==> src/rtl/dwt_lifting_step.sv <==
// One streaming lifting step of the 9/7 or 5/3 row DWT: predict or update a sample pair per lane,
// with symmetric boundary extension, rounding, optional saturation and valid/ready flow control.
module dwt_lifting_step #(
  parameter int unsigned DataWidth = 16,
  parameter int unsigned Point     = 10,
  parameter int unsigned CoefWidth = 18,
  parameter int          Coef      = -1624,
  parameter int unsigned Lanes     = 1,
  parameter string       Mode      = "Predict",
  parameter bit          Saturate  = 1'b1
) (
  input  logic                         clk_i,
  input  logic                         rst_i,
  output logic                         s_ready_o,
  input  logic                         s_valid_i,
  input  logic                         s_sof_i,
  input  logic                         s_eol_i,
  input  logic [2*DataWidth*Lanes-1:0] s_data_i,
  input  logic                         m_ready_i,
  output logic                         m_valid_o,
  output logic                         m_sof_o,
  output logic                         m_eol_o,
  output logic [2*DataWidth*Lanes-1:0] m_data_o
);
  localparam int unsigned Pw = DataWidth + CoefWidth + 2;
  localparam int unsigned Bw = 2 * DataWidth * Lanes;

  localparam logic signed [CoefWidth-1:0] CoefC  = CoefWidth'(Coef);
  localparam logic signed [Pw-1:0]        CoefP  = Pw'(CoefC);
  localparam logic signed [Pw-1:0]        Half   = (Point == 0) ? '0 : (Pw'(1) << (Point - 1));
  localparam logic signed [Pw-1:0]        SatMax = {{(Pw-DataWidth+1){1'b0}}, {(DataWidth-1){1'b1}}};
  localparam logic signed [Pw-1:0]        SatMin = ~SatMax;

  typedef enum logic [1:0] {StIdle, StHold, StFlush} state_e;

  // base + round_half_up(Coef * (a + b) / 2^Point), clamped or wrapped to DataWidth
  function automatic logic [DataWidth-1:0] lift(input logic [DataWidth-1:0] base,
                                                input logic [DataWidth-1:0] a,
                                                input logic [DataWidth-1:0] b);
    logic signed [Pw-1:0] t, p, r, res;
    t   = Pw'($signed(a)) + Pw'($signed(b));
    p   = t * CoefP;
    r   = (p + Half) >>> Point;
    res = Pw'($signed(base)) + r;
    if (Saturate && (res > SatMax)) begin
      res = SatMax;
    end else if (Saturate && (res < SatMin)) begin
      res = SatMin;
    end
    return res[DataWidth-1:0];
  endfunction

  logic ok;
  assign ok = !m_valid_o || m_ready_i;

  if (Mode == "Predict") begin : g_predict
    state_e        state_q;
    logic [Bw-1:0] hold_q;
    logic          hold_sof_q;
    logic [Bw-1:0] emit_data;
    logic          blocked;

    for (genvar k = 0; k < Lanes; k++) begin : g_lane
      localparam int unsigned Lo = 2 * DataWidth * k;
      logic [DataWidth-1:0] h_even, h_odd, next_even;
      assign h_even    = hold_q[Lo +: DataWidth];
      assign h_odd     = hold_q[Lo+DataWidth +: DataWidth];
      // in FLUSH the missing right neighbour mirrors onto the held even sample
      assign next_even = (state_q == StFlush) ? h_even : s_data_i[Lo +: DataWidth];
      assign emit_data[Lo +: 2*DataWidth] = {lift(h_odd, h_even, next_even), h_even};
    end

    // a new line arriving while a pair is held means the old line lost its eol
    assign blocked   = s_valid_i && s_sof_i;
    assign s_ready_o = ok && ((state_q == StIdle) || ((state_q == StHold) && !blocked));

    always_ff @(posedge clk_i or posedge rst_i) begin
      if (rst_i) begin
        state_q    <= StIdle;
        hold_q     <= '0;
        hold_sof_q <= 1'b0;
        m_valid_o  <= 1'b0;
        m_sof_o    <= 1'b0;
        m_eol_o    <= 1'b0;
        m_data_o   <= '0;
      end else begin
        if (ok) m_valid_o <= 1'b0;
        unique case (state_q)
          StIdle: begin
            if (s_valid_i && s_ready_o) begin
              hold_q     <= s_data_i;
              hold_sof_q <= s_sof_i;
              state_q    <= s_eol_i ? StFlush : StHold;
            end
          end
          StHold: begin
            if (blocked) begin
              state_q <= StFlush;
            end else if (s_valid_i && ok) begin
              m_valid_o  <= 1'b1;
              m_data_o   <= emit_data;
              m_sof_o    <= hold_sof_q;
              m_eol_o    <= 1'b0;
              hold_q     <= s_data_i;
              hold_sof_q <= s_sof_i;
              if (s_eol_i) state_q <= StFlush;
            end
          end
          StFlush: begin
            if (ok) begin
              m_valid_o <= 1'b1;
              m_data_o  <= emit_data;
              m_sof_o   <= hold_sof_q;
              m_eol_o   <= 1'b1;
              state_q   <= StIdle;
            end
          end
          default: state_q <= StIdle;
        endcase
      end
    end
  end else if (Mode == "Update") begin : g_update
    logic [DataWidth*Lanes-1:0] d_prev_q, odd_all;
    logic [Bw-1:0]              emit_data;

    for (genvar k = 0; k < Lanes; k++) begin : g_lane
      localparam int unsigned Lo = 2 * DataWidth * k;
      logic [DataWidth-1:0] even, odd, prev;
      assign even = s_data_i[Lo +: DataWidth];
      assign odd  = s_data_i[Lo+DataWidth +: DataWidth];
      assign odd_all[k*DataWidth +: DataWidth] = odd;
      // at line start d[-1] mirrors onto d[1]
      assign prev = s_sof_i ? odd : d_prev_q[k*DataWidth +: DataWidth];
      assign emit_data[Lo +: 2*DataWidth] = {odd, lift(even, prev, odd)};
    end

    assign s_ready_o = ok;

    always_ff @(posedge clk_i or posedge rst_i) begin
      if (rst_i) begin
        d_prev_q  <= '0;
        m_valid_o <= 1'b0;
        m_sof_o   <= 1'b0;
        m_eol_o   <= 1'b0;
        m_data_o  <= '0;
      end else if (ok) begin
        m_valid_o <= s_valid_i;
        if (s_valid_i) begin
          m_data_o <= emit_data;
          m_sof_o  <= s_sof_i;
          m_eol_o  <= s_eol_i;
          d_prev_q <= odd_all;
        end
      end
    end
  end else begin : g_bad_mode
    $fatal(1, "dwt_lifting_step: Mode must be \"Predict\" or \"Update\"");
  end

endmodule

==> config.mk <==
export PLATFORM = sky130hd
export DESIGN_NAME = dwt_lifting_step
export DESIGN_NICKNAME = d
export VERILOG_FILES = /design/src/rtl/dwt_lifting_step.sv
export SDC_FILE = /design/constraint.sdc
export NUM_CORES = 1
export LEC_CHECK = 0
export ABC_AREA = 1
export CAP_MARGIN = 20
export CORE_MARGIN = 2
export CORE_UTILIZATION = 25
export DETAILED_ROUTE_END_ITERATION = 8
export PLACE_DENSITY = 0.43
export SLEW_MARGIN = 20
export SYNTH_ARGS = -nofsm -noshare
export SYNTH_HDL_FRONTEND = slang
export SYNTH_SLANG_ARGS = --single-unit
==> constraint.sdc <==
create_clock -name clk_i -period 23.6 [get_ports clk_i]
set_clock_uncertainty 0.05 [all_clocks]
set_input_delay 4.72 -clock clk_i [delete_from_list [all_inputs] [get_ports clk_i]]
set_output_delay 4.72 -clock clk_i [all_outputs]
set_load 0.005 [all_outputs]
Metal 3:
Bar = 50 um.
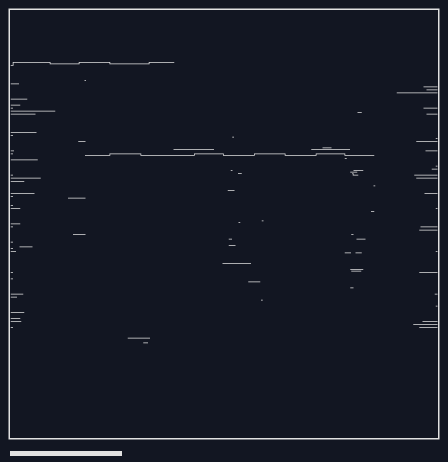
nets with wire on the layer = 77
share of all routed wire = 2.7%
longest straight run = 23.9 um
main direction = horizontal
wire length on this layer = 611 um

Placed standard cells:
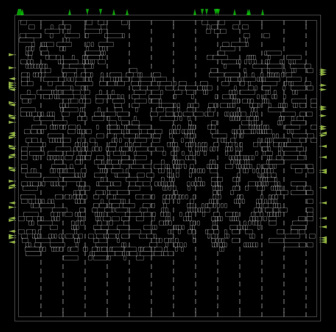
Std-Cell Core Area: 34460 um^2
flop count: 70
fraction of area in registers: 0.1694
filler instances: 3761
Cell Rows: 68

Port wiring:
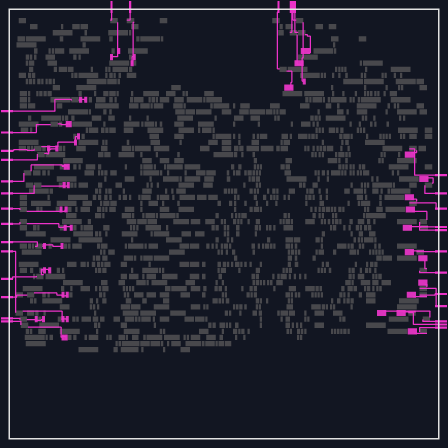
magenta -> `s_data_i`  # bits 32, direction input, edge 14 west, 12 east, 6 north, end cells 48, buffers 32, wire 781 um

==> impl_metrics.env <==
# flow metrics
export IMPL_yosysMostFrequentCell="nand2_1"
export IMPL_yosys_warnings=0
export IMPL_rrSetupSlack_ns=13.68
export IMPL_fp_dieH_um=191.0
export IMPL_cts_hold_buf=0
export IMPL_xor_share=0.05494
export IMPL_die_area_um2=36490
export IMPL_ys_sh_simple=0.2421
export IMPL_crit_family="adder cells"
export IMPL_gp_congestion=0.8486
export IMPL_placed_area_um2=10010
export IMPL_cts_resized=0
export IMPL_min_path_cells=2
export IMPL_area_leaders="dfrtp_1, ha_1, nand2_1"
export IMPL_hp_start="m_data_o[26]"
export IMPL_combGateArea_um2=6171
export IMPL_htreeDepth=3
export IMPL_setup_slack_ns=10.21
export IMPL_instances_no_fill=1719
export IMPL_layout_non_clock_inverters=203
export IMPL_layout_drive_gt1_share=0.04905
export IMPL_cts_made_buffers=9
export IMPL_arrival_ns=13.58
export IMPL_clock_latency_ns=0.35
export IMPL_drtIter0Drc=276
export IMPL_drtPass1Iterations=5
export IMPL_viasPerCell=4.350
export IMPL_worstSetupEndpoint="m_data_o[26]"
export IMPL_cts_tree="yes"
export IMPL_reg_top3="g_predict.hold_q (32), m_data_o (32), g_predict.state_q (2)"
export IMPL_worstPathRequired_ns=23.79
export IMPL_ys_seq_frac=0.2003
export IMPL_status="finished clean"
export IMPL_comb_area_frac=0.5967
export IMPL_dominant_cells="logic gates"
export IMPL_ant_nets=0
export IMPL_relSlewSlack=0.3767
export IMPL_cts_clk_slew_worst_paths_ns=0.06
export IMPL_numPortBuffers=73
export IMPL_grt_overflow=0
export IMPL_ys_top_logic_family="adder cells"
export IMPL_met2RoutedLength_um=10930
export IMPL_grt_pass1_vias=7665
export IMPL_avgRoutedWirePerCell_um=13.24
export IMPL_path_max_fanout=15
export IMPL_synthArstFlopShare=1.000
export IMPL_area_growth_pct=18.27
export IMPL_setup_viol=0
export IMPL_reg2reg_from="g_predict.state_q[0]"
export IMPL_well_tap_count=455
export IMPL_clock_root_buffer="clkbuf_16"
export IMPL_tns_ns=0
export IMPL_top_cells_by_count="nand2_1, inv_1, ha_1, o21ai_0, dfrtp_1"
export IMPL_antenna_found_initial=0
export IMPL_tightest_slew_ns=0.9350
export IMPL_timing_hold_ws_ns=0.4281
export IMPL_final_cell_mix="nand2_1, inv_1, ha_1"
export IMPL_synthAdderAreaFrac=0.2942
export IMPL_top_layer="met4"
export IMPL_max_freq_ghz=0.07468
export IMPL_hold_path_end="m_data_o[26]"
export IMPL_grt_busiest_layer="met2"
export IMPL_cp_slowest_stage_delay_ns=0.51
export IMPL_ff_type="dfrtp_1"
export IMPL_stdcell_area_um2=10340
export IMPL_io_pins=74
export IMPL_cp_common_cell="nand2_1"
export IMPL_slew_viol_final=0
export IMPL_period_used=0.5674
export IMPL_post_cts_buffers=0
export IMPL_synth_nets=1405
